[src/rtl/imem_responder_pkg.sv]
`default_nettype none
// ----------------------------------------------------------------------------
// imem_responder_pkg : shared widths, FSM encoding and fill-kind constants
// Rev 1.0
// ----------------------------------------------------------------------------
package imem_responder_pkg;

  localparam int ADDR_W       = 16;
  localparam int HW_W         = 16;
  localparam int WORD_W       = 2 * HW_W;
  localparam int IBUF_ENTRIES = 2;

  localparam logic [1:0] ST_IDLE = 2'd0;
  localparam logic [1:0] ST_LO   = 2'd1;
  localparam logic [1:0] ST_HI   = 2'd2;

  localparam logic KIND_DEMAND   = 1'b0;
  localparam logic KIND_PREFETCH = 1'b1;

endpackage
`default_nettype wire

[src/rtl/imem_responder_if.sv]
`default_nettype none
// ----------------------------------------------------------------------------
// imem_responder_if : fetch-stage and backing-memory signals of the responder
// Rev 1.0
// ----------------------------------------------------------------------------
interface imem_responder_if #(
  parameter int ADDR = 16,
  parameter int HW   = 16
);
  logic [ADDR-1:0] fetch_addr_i;
  logic [2*HW-1:0] inst_o;
  logic            stall_o;
  logic            mem_req_o;
  logic [ADDR:0]   mem_addr_o;
  logic            mem_ack_i;
  logic [HW-1:0]   mem_rdata_i;

  modport slave (
    input  fetch_addr_i, mem_ack_i, mem_rdata_i,
    output inst_o, stall_o, mem_req_o, mem_addr_o
  );

  // Fetch stage and backing memory seen together as the environment
  modport master (
    output fetch_addr_i, mem_ack_i, mem_rdata_i,
    input  inst_o, stall_o, mem_req_o, mem_addr_o
  );
endinterface
`default_nettype wire

[src/rtl/imem_responder_ibuf_entry.sv]
`default_nettype none
// ----------------------------------------------------------------------------
// imem_ibuf_entry : one instruction-buffer entry (valid/tag/data) with compare
// Rev 1.0
// ----------------------------------------------------------------------------
module imem_ibuf_entry
  import imem_responder_pkg::*;
#(
  parameter int ADDR = ADDR_W,
  parameter int WORD = WORD_W
) (
  input  logic            clk,
  input  logic            rst,
  input  logic            we_i,
  input  logic [ADDR-1:0] wtag_i,
  input  logic [WORD-1:0] wdata_i,
  input  logic [ADDR-1:0] cmp_tag_i,
  output logic            valid_o,
  output logic [ADDR-1:0] tag_o,
  output logic [WORD-1:0] data_o,
  output logic            match_o
);

  logic            valid_q, valid_d;
  logic [ADDR-1:0] tag_q,   tag_d;
  logic [WORD-1:0] data_q,  data_d;

  always_comb begin
    valid_d = valid_q;
    tag_d   = tag_q;
    data_d  = data_q;
    if (we_i) begin
      valid_d = 1'b1;
      tag_d   = wtag_i;
      data_d  = wdata_i;
    end
  end

  always_ff @(posedge clk or negedge rst) begin
    if (!rst) begin
      valid_q <= 1'b0;
      tag_q   <= '0;
      data_q  <= '0;
    end else begin
      valid_q <= valid_d;
      tag_q   <= tag_d;
      data_q  <= data_d;
    end
  end

  assign valid_o = valid_q;
  assign tag_o   = tag_q;
  assign data_o  = data_q;
  assign match_o = valid_q && (tag_q == cmp_tag_i);

endmodule
`default_nettype wire

[src/rtl/imem_responder.sv]
`default_nettype none
// ----------------------------------------------------------------------------
// imem_responder : 2-entry instruction buffer with halfword refill and prefetch
// Rev 1.0
// ----------------------------------------------------------------------------
module imem_responder
  import imem_responder_pkg::*;
#(
  parameter int ADDR = ADDR_W,
  parameter int HW   = HW_W,
  parameter int WORD = 2 * HW
) (
  input  logic                  clk,
  input  logic                  rst,
  imem_responder_if.slave       bus
);

  logic [1:0]      state_q,     state_d;
  logic [ADDR-1:0] fill_addr_q, fill_addr_d;
  logic            kind_q,      kind_d;
  logic [HW-1:0]   lo_q,        lo_d;
  logic            mem_req_q,   mem_req_d;
  logic [ADDR:0]   mem_addr_q,  mem_addr_d;
  logic            cur_q,       cur_d;

  logic [IBUF_ENTRIES-1:0] ent_valid;
  logic [IBUF_ENTRIES-1:0] ent_match;
  logic [IBUF_ENTRIES-1:0] ent_we;
  logic [ADDR-1:0]         ent_tag  [IBUF_ENTRIES];
  logic [WORD-1:0]         ent_data [IBUF_ENTRIES];

  logic            hit;
  logic            hit_idx;
  logic [WORD-1:0] inst;
  logic [ADDR-1:0] next_addr;
  logic            next_present;
  logic            fill_present;
  logic            victim;

  generate
    for (genvar gi = 0; gi < IBUF_ENTRIES; gi++) begin : g_entry
      imem_ibuf_entry #(.ADDR(ADDR), .WORD(WORD)) u_entry (
        .clk       (clk),
        .rst       (rst),
        .we_i      (ent_we[gi]),
        .wtag_i    (fill_addr_q),
        .wdata_i   ({bus.mem_rdata_i, lo_q}),
        .cmp_tag_i (bus.fetch_addr_i),
        .valid_o   (ent_valid[gi]),
        .tag_o     (ent_tag[gi]),
        .data_o    (ent_data[gi]),
        .match_o   (ent_match[gi])
      );
    end
  endgenerate

  assign next_addr = bus.fetch_addr_i + ADDR'(1);
  assign victim    = ~cur_q;

  // Tags are unique, so at most one entry matches any address
  always_comb begin
    hit          = 1'b0;
    hit_idx      = 1'b0;
    inst         = '0;
    next_present = 1'b0;
    fill_present = 1'b0;
    for (int i = 0; i < IBUF_ENTRIES; i++) begin
      if (ent_match[i]) begin
        hit     = 1'b1;
        hit_idx = 1'(i);
        inst    = ent_data[i];
      end
      if (ent_valid[i] && (ent_tag[i] == next_addr))   next_present = 1'b1;
      if (ent_valid[i] && (ent_tag[i] == fill_addr_q)) fill_present = 1'b1;
    end
  end

  always_comb begin
    state_d     = state_q;
    fill_addr_d = fill_addr_q;
    kind_d      = kind_q;
    lo_d        = lo_q;
    mem_req_d   = mem_req_q;
    mem_addr_d  = mem_addr_q;
    cur_d       = hit ? hit_idx : cur_q;
    ent_we      = '0;
    case (state_q)
      ST_IDLE: begin
        if (!hit) begin
          fill_addr_d = bus.fetch_addr_i;
          kind_d      = KIND_DEMAND;
          state_d     = ST_LO;
          mem_req_d   = 1'b1;
          mem_addr_d  = {bus.fetch_addr_i, 1'b0};
        end else if (!next_present) begin
          fill_addr_d = next_addr;
          kind_d      = KIND_PREFETCH;
          state_d     = ST_LO;
          mem_req_d   = 1'b1;
          mem_addr_d  = {next_addr, 1'b0};
        end
      end
      ST_LO: begin
        if (bus.mem_ack_i) begin
          lo_d = bus.mem_rdata_i;
          // A prefetch made useless by a branch is dropped after its LO beat
          if ((kind_q == KIND_PREFETCH) && !hit && (bus.fetch_addr_i != fill_addr_q)) begin
            state_d   = ST_IDLE;
            mem_req_d = 1'b0;
          end else begin
            state_d    = ST_HI;
            mem_addr_d = {fill_addr_q, 1'b1};
          end
        end
      end
      ST_HI: begin
        if (bus.mem_ack_i) begin
          for (int i = 0; i < IBUF_ENTRIES; i++) begin
            ent_we[i] = !fill_present && (1'(i) == victim);
          end
          state_d   = ST_IDLE;
          mem_req_d = 1'b0;
        end
      end
      default: begin
        state_d   = ST_IDLE;
        mem_req_d = 1'b0;
      end
    endcase
  end

  always_ff @(posedge clk or negedge rst) begin
    if (!rst) begin
      state_q     <= ST_IDLE;
      fill_addr_q <= '0;
      kind_q      <= KIND_DEMAND;
      lo_q        <= '0;
      mem_req_q   <= 1'b0;
      mem_addr_q  <= '0;
      cur_q       <= 1'b0;
    end else begin
      state_q     <= state_d;
      fill_addr_q <= fill_addr_d;
      kind_q      <= kind_d;
      lo_q        <= lo_d;
      mem_req_q   <= mem_req_d;
      mem_addr_q  <= mem_addr_d;
      cur_q       <= cur_d;
    end
  end

  assign bus.inst_o     = inst;
  assign bus.stall_o    = ~hit;
  assign bus.mem_req_o  = mem_req_q;
  assign bus.mem_addr_o = mem_addr_q;

endmodule
`default_nettype wire

[src/flat_wrapper.sv]
// flat-port wrapper written by rule: the top's interface ports become plain ports
module imem_responder_flat import imem_responder_pkg::*;
#(
  parameter int ADDR = ADDR_W,
  parameter int HW   = HW_W,
  parameter int WORD = 2 * HW
)
  (clk, rst, bus_fetch_addr_i, bus_mem_ack_i, bus_mem_rdata_i, bus_inst_o, bus_stall_o, bus_mem_req_o, bus_mem_addr_o);
  imem_responder_if #(.ADDR(ADDR), .HW(HW)) bus_i ();
  input  logic clk;
  input  logic rst;
  input wire logic [$bits(bus_i.fetch_addr_i)-1:0] bus_fetch_addr_i;
  input wire logic [$bits(bus_i.mem_ack_i)-1:0] bus_mem_ack_i;
  input wire logic [$bits(bus_i.mem_rdata_i)-1:0] bus_mem_rdata_i;
  output wire logic [$bits(bus_i.inst_o)-1:0] bus_inst_o;
  output wire logic [$bits(bus_i.stall_o)-1:0] bus_stall_o;
  output wire logic [$bits(bus_i.mem_req_o)-1:0] bus_mem_req_o;
  output wire logic [$bits(bus_i.mem_addr_o)-1:0] bus_mem_addr_o;
  assign bus_i.fetch_addr_i = bus_fetch_addr_i;
  assign bus_i.mem_ack_i = bus_mem_ack_i;
  assign bus_i.mem_rdata_i = bus_mem_rdata_i;
  assign bus_inst_o = bus_i.inst_o;
  assign bus_stall_o = bus_i.stall_o;
  assign bus_mem_req_o = bus_i.mem_req_o;
  assign bus_mem_addr_o = bus_i.mem_addr_o;
  imem_responder #(.ADDR(ADDR), .HW(HW), .WORD(WORD)) u_core (.clk(clk), .rst(rst), .bus(bus_i));
endmodule
[config.mk]
export PLATFORM = sky130hd
export DESIGN_NAME = imem_responder_flat
export DESIGN_NICKNAME = d
export VERILOG_FILES = /design/src/rtl/imem_responder_pkg.sv /design/src/rtl/imem_responder_if.sv /design/src/rtl/imem_responder_ibuf_entry.sv /design/src/rtl/imem_responder.sv /design/src/flat_wrapper.sv
export SDC_FILE = /design/constraint.sdc
export NUM_CORES = 1
export LEC_CHECK = 0
export CELL_PAD_IN_SITES_DETAIL_PLACEMENT = 2
export CELL_PAD_IN_SITES_GLOBAL_PLACEMENT = 2
export CORE_MARGIN = 3
export CORE_UTILIZATION = 38
export DETAILED_ROUTE_END_ITERATION = 10
export GPL_TIMING_DRIVEN = 0
export PLACE_DENSITY_LB_ADDON = 0.2
export SLEW_MARGIN = 20
export SYNTH_ARGS = -nofsm -noshare
export SYNTH_HDL_FRONTEND = slang
export SYNTH_SLANG_ARGS = --single-unit
[constraint.sdc]
create_clock -name clk -period 3.5 [get_ports clk]
set_input_delay 0.35 -clock clk [delete_from_list [all_inputs] [get_ports clk]]
set_output_delay 0.35 -clock clk [all_outputs]
set_load 0.05 [all_outputs]
**Run 1: clock nets**

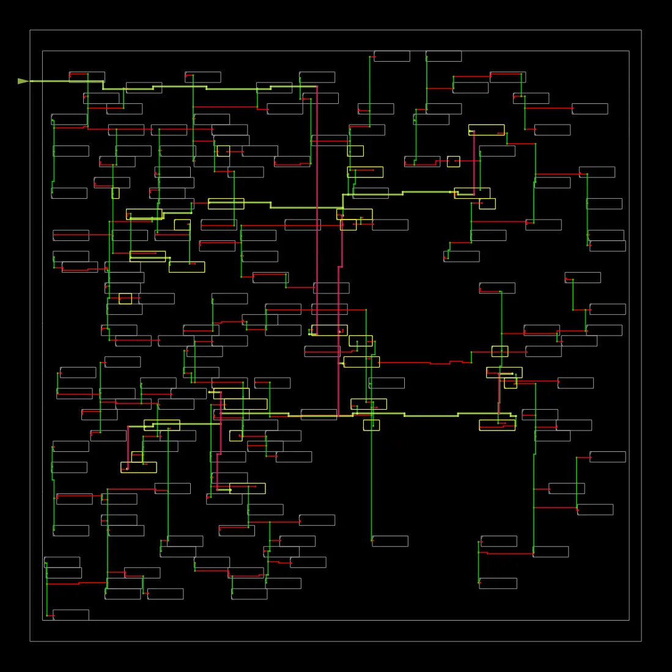
P_clk: 1.91 mW
CTS sink cnt: 152
clkbuf count: 17
sequential cell count: 152

**Run 1: metal layers overlaid**

Two of the layers only.
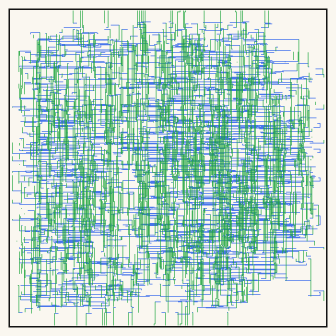
[blue] M1 | wire length: 13,100 µm
[green] M2 | wire length: 15,900 µm

==> flow_metrics.py, run 1 <==
# Metrics from the implementation run
metrics = {
    "detailed_routing": {
        "drc_errors": 0,
        "wl_per_cell_um": 25.4,
        "drt-pass1-iter-count": 5,
        "drt_wl_total_mm": 31.2,
        "ant_nets": 0,
        "drt_iter0_drc": 396,
    },
    "logic_synthesis": {
        "synth-edff-count": 0,
        "ys_sh_mux_pct": 18.5,
        "top_area_share_pct": 43.5,
        "ys_types": 68,
        "yosys_warnings": 0,
        "yosys_area_um2": 8750,
        "top_cell": "dfrtp_1",
        "avgSynthCellArea_um2": 10.4,
        "topCellsByArea": "dfrtp_1 (43%), mux2_2 (17%), xnor2_1 (7.6%)",
        "ys_cells": 839,
        "ys_ff": 152,
        "ys_sh_aoi_pct": 8.27,
        "ys_sh_simple_pct": 14.4,
        "synthTopLogicFamily": "multiplexers",
    },
    "timing": {
        "finalCritPeriodShare_pct": 97.9,
        "slew_violations": 0,
        "worst_pin_slew_ns": 0.811,
        "hold_viol": 0,
        "tns_ns": 0,
        "fin_worst_skew_ns": 0.0123,
    },
    "place": {
        "hpwl_mm": 21.9,
        "dpl.cell_count": 1194,
        "portBuffers": 74,
        "place_congestion": 0.904,
    },
    "layout": {
        "syn2layout_area_growth_pct": 21.9,
        "final_common_cell": "dfrtp_1",
        "largest_reg_flops": 64,
        "final_nets": 971,
        "antenna_cells": 0,
    },
    "setup_path": {
        "path_depth": 12,
        "reg2regPathDepth": 11,
        "path_buffers": 6,
        "critPathKind": "in2out",
        "cp-end-kind": "output pin",
        "startpoint_type": "input pin",
        "slowest_stage": "clkdlybuf4s50_1",
        "crit_family": "buffers and inverters",
        "crit_top_cell": "buf_6",
        "worstPathArrival_ns": 3.08,
        "cp-startpoint": "bus_fetch_addr_i[4]",
        "slowest_delay_ns": 0.52,
        "reg2reg_from": "u_core.fill_addr_q[6]",
    },
    "power": {
        "p_int_mw": 4.90,
        "ir_worst_vdd_v": 0.000377,
        "power_mw": 8.28,
        "pwr-share-clk_pct": 23.1,
        "comb_cell_power_mw": 3.53,
        "power_frac_comb_pct": 42.6,
        "leakage_nw": 4.49,
        "netSwitchingFraction_pct": 40.9,
        "seq_power_share_pct": 34.3,
    },
    "hold_path": {
        "hold_depth": 3,
        "worstHoldStart": "bus_fetch_addr_i[8]",
    },
    "global_route": {
        "grt_pass1_wl_mm": 47.7,
        "grt_overflow": 0,
        "track_usage_pct": 25.5,
    },
    "clock_tree": {
        "clk_latency_ns": 0.44,
        "cts_buffers": 17,
        "clk_path_buf_depth": 2,
        "clkSlewWorstSetupHoldPaths_ns": 0.07,
    },
    "floorplanning": {
        "ios": 86,
        "rows": 54,
        "die_h_um": 158,
    },
    "status": {
        "status": "finished, final reports clean",
    },
}
**Run 1: zoomed window**

Window x 19 to 59, y 98 to 138 µm. Cells in grey, sequential cells in the stronger grey; small squares are vias.
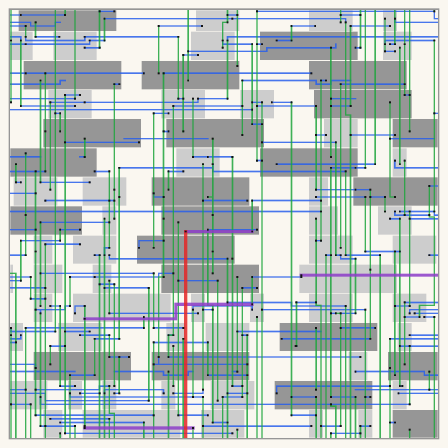
[blue] M1
[green] M2
[purple] M3
[red] M4
netlist names of flops here include: u_core.g_entry.u_entry.data_o (13), u_core.lo_q (5)
sequential cells in the window: 21
cells with their middle in the window: 70
most frequent: dfrtp_1 (21), mux2_2 (17), nand2_1 (10)

## run 1: metrics by stage
stage          setup WS (ns)  hold slack, ns  area (µm²)  util (%)
2_1_floorplan          0.242          0.0544        8750         -
3_3_place_gp           -4.69           0.474        9840      44.3
3_5_place_dp           -1.73           0.334        9870      44.4
4_1_cts              -0.0530           0.339       10500      47.2
5_1_grt              -0.0515           0.355       10700      48.0
6_report              0.0722           0.345       10700      48.0
## run 1: per-layer routing
metal	global-route usage, %	vias to the layer above	routed length (µm)
li1	-	3137	-
met1	31.7	3699	13100
met2	45.2	188	15900
met3	3.61	55	1210
met4	9.13	0	955
met5	0	-	0
## run 1: repair_timing
item / in CTS / in global routing
setup endpoints to repair: 81 / 98
buffers inserted: 2 / 5
gates resized: 217 / 49
hold buffers: 1 / 0
endpoints found under the hold margin: 57 / 0
pin swaps: 2 / 5
## run 1: area by class of cell
cell class	count	area [µm²]
timing repair buffer	83	748
sequential	152	3800
clock inverter	15	170
inverter	9	33.8
tap	280	350
clock buffer	17	425
multi-input combinational	602	4730
buffer	70	399
fill	2279	11600
## run 1: tightest hold or removal path, cell delays in order
cell	delay (ns)
buf_4	0.18
nor3_1	0.08
nor3_1	0.13
## run 1: worst paths after layout
path                                                         to  slack [ns]
min in group asynchronous    u_core.g_entry[1].u_entry.tag_o[9]        0.43
min reg2reg                           u_core.bus.mem_addr_o[11]        0.49
min                                       u_core.fill_addr_q[8]        0.34
max                                              bus_inst_o[29]        0.07
max in group asynchronous   u_core.g_entry[0].u_entry.data_o[1]        2.20
max reg2reg                u_core.g_entry[0].u_entry.data_o[12]        0.21
## run 1: kinds of logic after synthesis
kind of cell | Yosys count
DFF | 152
xor gates and xnor gates | 107
and+or+nand+nor | 238
buffers and inverters | 85
AOI/OAI and AO/OA | 112
adders and majority gates | 1
muxes | 144
==> inputs of run 2 (changes only) <==
CTS_CLUSTER_DIAMETER = 80   (was unset)
**Run 2: zoomed window**

Window x 19 to 59, y 98 to 138 µm. Cells in grey, sequential cells in the stronger grey; small squares are vias.
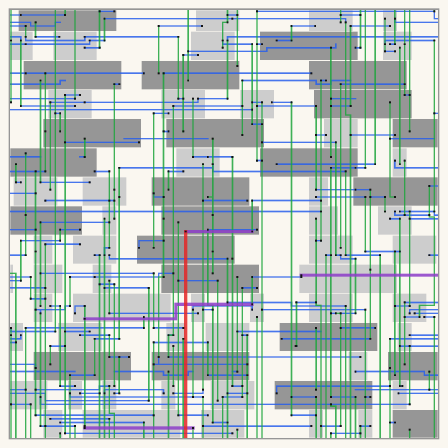
[purple] M3
[red] M4
[green] M2
[blue] M1
sequential cells in the window: 21
netlist names of flops here include: u_core.g_entry.u_entry.data_o (13), u_core.lo_q (5)
most frequent: dfrtp_1 (21), mux2_2 (17), nand2_1 (10)
cells with their middle in the window: 70

==> run 2 against run 1 <==
Sequential power about the same. Power stayed put. Synthesized area is the same. Global-route usage stayed put. Final cell count unchanged. Clock power is essentially flat. Non-clock buffer count unchanged. Core utilization stayed put. Clock-buffer cell count is the same. Critical path type unchanged. Critical path depth is the same. Combinational power barely moved. Register-to-register slack about the same.
==> flow_metrics.py, run 2 <==
# Metrics from the implementation run
metrics = {
    "detailed_routing": {
        "routed-wl-met2_mm": 15.9,
        "drt_wl_total_mm": 31.2,
        "wl_met3_mm": 1.21,
        "met1_length_mm": 13.1,
        "drt-pass1-iter-count": 5,
        "wl_per_cell_um": 25.4,
        "top_layer": "met4",
        "drc_errors": 0,
    },
    "timing": {
        "finalCritPeriodShare_pct": 97.9,
        "hold_viol": 0,
        "worst_pin_slew_ns": 0.811,
        "slew_violations": 0,
        "tns_ns": 0,
        "setup_ws_ns": 0.0722,
    },
    "global_route": {
        "grt_overflow": 0,
        "track_usage_pct": 25.5,
        "grt_pass1_wl_mm": 47.7,
    },
    "place": {
        "dp_slack_ns": -1.73,
        "hpwl_mm": 21.9,
        "placed_area_um2": 9870,
        "place_congestion": 0.904,
        "dpl.cell_count": 1194,
    },
    "clock_tree": {
        "cts_buffers": 17,
        "clk_latency_ns": 0.44,
        "clk_path_buf_depth": 2,
        "cts_sinks": 152,
    },
    "setup_path": {
        "r2r_end": "u_core.g_entry[0].u_entry.data_o[12]",
        "startpoint_type": "input pin",
        "r2r_slack_ns": 0.21,
        "endpoint": "bus_inst_o[29]",
        "worstPathArrival_ns": 3.08,
        "cp-startpoint": "bus_fetch_addr_i[4]",
        "slowest_delay_ns": 0.52,
        "cp-end-kind": "output pin",
        "slowest_stage": "clkdlybuf4s50_1",
        "crit_top_cell": "buf_6",
        "reg2reg_from": "u_core.fill_addr_q[6]",
    },
    "power": {
        "power_mw": 8.28,
        "ir_worst_vdd_v": 0.000377,
        "leakage_nw": 4.49,
    },
    "layout": {
        "antenna_cells": 0,
        "largest_reg_flops": 64,
        "fin_area_um2": 10700,
        "fill_cells": 2279,
        "final_nets": 971,
        "layout.area.comb_um2": 4730,
        "syn2layout_area_growth_pct": 21.9,
        "fin_util_pct": 48.0,
        "seq_area_um2": 3800,
        "final_common_cell": "dfrtp_1",
    },
    "status": {
        "status": "finished, final reports clean",
    },
    "logic_synthesis": {
        "yosys_area_um2": 8750,
        "ys_ff": 152,
        "ys_sh_simple_pct": 14.4,
        "top_cell": "dfrtp_1",
        "synth-edff-count": 0,
        "top_area_share_pct": 43.5,
        "ys_cells": 839,
        "avgSynthCellArea_um2": 10.4,
    },
    "floorplanning": {
        "rows": 54,
        "ios": 86,
    },
}
run 2: cell counts after synthesis:
Identical to the previous run, type by type.
run 2: layout make-up:
cell class,instances,area share (%)
timing repair buffer,83,7.02
clock buffer,17,3.99
buffer,70,3.74
multi-input combinational,602,44.4
clock inverter,15,1.60
inverter,9,0.317
sequential,152,35.7
tap,280,3.29
run 2: repair_timing:
item,4_1_cts,5_1_grt
pin swaps,2,5
cloned,0,0
hold buffers,1,0
gates resized,217,49
setup endpoints to repair,81,98
endpoints found under the hold margin,57,0
setup buffers,2,5
run 2: worst max-delay path, delay by kind of cell:
| family | cells | cell delay (ns) |
|---|---|---|
| buf+inv | 6 | 1.51 |
| simple gates | 4 | 0.86 |
| xor+xnor | 1 | 0.17 |
| compound gates | 1 | 0.17 |
run 2: metal layers:
| layer | track usage [%] | vias up |
|---|---|---|
| met4 | 9.13 | 0 |
| met1 | 31.7 | 3699 |
| met3 | 3.61 | 55 |
| met2 | 45.2 | 188 |
| met5 | 0 | - |
| li1 | - | 3137 |
run 2: worst min-delay path by stage:
stage	startpoint	endpoint	slack (ns)	depth (start not counted)
4_1_cts	bus_fetch_addr_i[8]	u_core.fill_addr_q[8]	0.34	3
3_3_place_gp	u_core.bus.mem_addr_o[11]	u_core.bus.mem_addr_o[11]	0.47	1
3_5_place_dp	rst	u_core.g_entry[0].u_entry.tag_o[6]	0.33	1
6_report	bus_fetch_addr_i[8]	u_core.fill_addr_q[8]	0.34	3
5_1_grt	bus_fetch_addr_i[8]	u_core.fill_addr_q[8]	0.35	3
2_1_floorplan	rst	u_core.bus.mem_addr_o[0]	0.05	0
run 2: power breakdown:
group / total, mW / switching, mW / internal [mW]
registers: 2.84 / 0.482 / 2.36
clock network: 1.91 / 0.888 / 1.02
logic: 3.53 / 2.02 / 1.51
**Run 2: wires at chosen ports, followed through buffers**

The bar under the picture is 50 µm long.
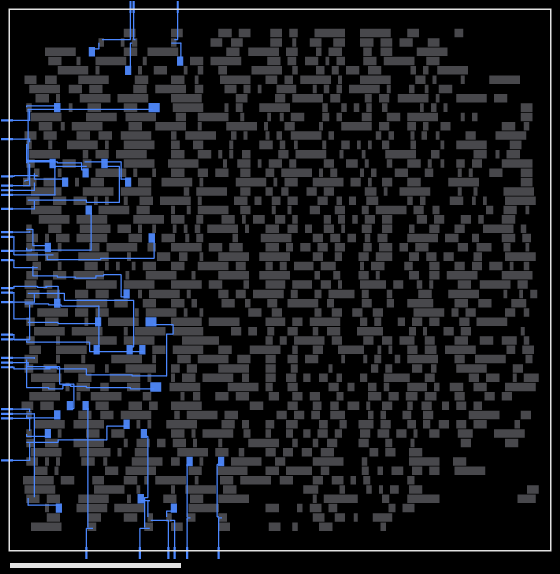

==> inputs of run 3 (changes only) <==
CAP_MARGIN = 15   (was unset)
SLEW_MARGIN = 10   (was 20)
**Run 3: wires at chosen ports, followed through buffers**

The bar under the picture is 50 µm long.
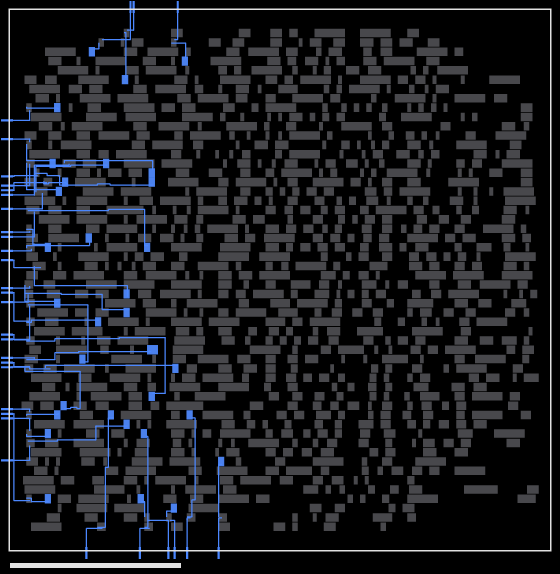
[blue] bus_inst_o | direction: output | edge: 23 left, 6 bottom, 3 top | end cells: 32 | buffers: 32 | wire: 1,090 µm
port buffer count: 74
I/O Pins: 86

==> run 3 against run 2 <==
Synthesized area did not move. Setup slack got worse by 0.020 ns. Sequential share of layout area barely moved. Largest power group unchanged. Via count fell by 0.93%. Worst hold slack improved by 0.0084 ns. Clock skew rose by 0.0035 ns. Register-to-register slack got worse by 0.03 ns. Critical path type unchanged.
==> flow_metrics.py, run 3 <==
# Metrics from the implementation run
metrics = {
    "layout": {
        "layout.area.comb_um2": 4690,
        "inverters_excl_clock": 9,
        "final_nets": 973,
        "n_all_buffers": 155,
        "fin_area_um2": 10600,
        "seq_area_um2": 3800,
        "largestClassByArea": "multi-input combinational cells",
        "comb_cells": 602,
        "final_common_cell": "dfrtp_1",
        "syn2layout_area_growth_pct": 21.7,
        "comb_share_pct": 44.0,
        "seq_share_pct": 35.7,
        "largest_reg_flops": 64,
        "antenna_cells": 0,
    },
    "setup_path": {
        "path_depth": 12,
        "startpoint_type": "input pin",
        "slowest_stage": "clkdlybuf4s50_1",
        "critPathKind": "in2out",
        "cp-startpoint": "bus_fetch_addr_i[10]",
        "cp-end-kind": "output pin",
        "crit_family": "buffers and inverters",
    },
    "timing": {
        "worst_pin_slew_ns": 0.830,
        "hold_viol": 0,
        "fin_worst_skew_ns": 0.0158,
        "slew_violations": 0,
        "finalCritPeriodShare_pct": 98.5,
    },
    "place": {
        "place_congestion": 0.904,
        "placed_area_um2": 9870,
        "hpwl_mm": 22.0,
    },
    "status": {
        "status": "finished, final reports clean",
    },
    "global_route": {
        "grt_pass1_wl_mm": 48.0,
    },
    "logic_synthesis": {
        "ys_cells": 839,
        "yosys_warnings": 0,
        "synth-edff-count": 0,
        "ys_ff": 152,
        "topCellsByArea": "dfrtp_1 (43%), mux2_2 (17%), xnor2_1 (7.6%)",
        "avgSynthCellArea_um2": 10.4,
        "top_area_share_pct": 43.5,
        "ys_types": 68,
        "yosys_area_um2": 8750,
    },
    "detailed_routing": {
        "drt_wl_total_mm": 31.0,
        "drt-pass1-iter-count": 4,
        "drc_errors": 0,
    },
    "floorplanning": {
        "die_h_um": 158,
        "taps": 280,
    },
    "hold_path": {
        "hold_depth": 3,
        "worstHoldStart": "bus_fetch_addr_i[8]",
    },
}
[run 3: cell counts after synthesis]
No cell type changed its count.
[run 3: logic make-up after synthesis]
family                     Yosys count  synth area share, %
AOI/OAI and AO/OA                  112                 8.27
DFF                                152                 43.5
muxes                              144                 18.5
and+or+nand+nor                    238                 14.4
xor gates and xnor gates           107                 10.7
adders and majority gates            1                0.143
buffers and inverters               85                 4.46
[run 3: final timing paths]
check / slack, ns / end
max: 0.05 / bus_inst_o[4]
min: 0.35 / u_core.fill_addr_q[8]
max reg2reg: 0.18 / u_core.g_entry[0].u_entry.valid_o
min reg2reg: 0.49 / u_core.bus.mem_addr_o[11]
max in group asynchronous: 2.21 / u_core.g_entry[1].u_entry.data_o[9]
min in group asynchronous: 0.41 / u_core.g_entry[0].u_entry.tag_o[7]
[run 3: metrics by stage]
step | setup slack (ns) | hold WS, ns | instances | power [mW]
after floorplan | 0.242 | 0.0544 | 839 | 5.07
after global placement | -4.69 | 0.474 | 1193 | 6.04
after detailed placement | -1.75 | 0.314 | 1194 | 6.20
after CTS | -0.00527 | 0.349 | 1225 | 8.26
after global routing | -0.0519 | 0.363 | 1230 | 8.76
final | 0.0520 | 0.353 | 1230 | 8.33
[run 3: what timing repair did]
item	4_1_cts	5_1_grt
endpoints found under the setup margin	95	105
resized	212	45
hold buffers	1	0
buffers inserted	2	7
pin swaps	2	5
endpoints found under the hold margin	54	0
[run 3: metal layers]
layer	vias up	global-route usage, %	wire, µm
met2	155	44.8	15800
met5	-	0	0
met3	51	3.25	1030
li1	3141	-	-
met1	3666	32.2	13200
met4	0	9.38	944
[run 3: power by group]
part,leakage [nW],internal (mW),switching (mW)
clock network,0.303,1.10,0.903
registers,1.92,2.36,0.495
logic,2.28,1.52,1.96
Power figures rest on the tool's default switching activity, not on a simulated workload.
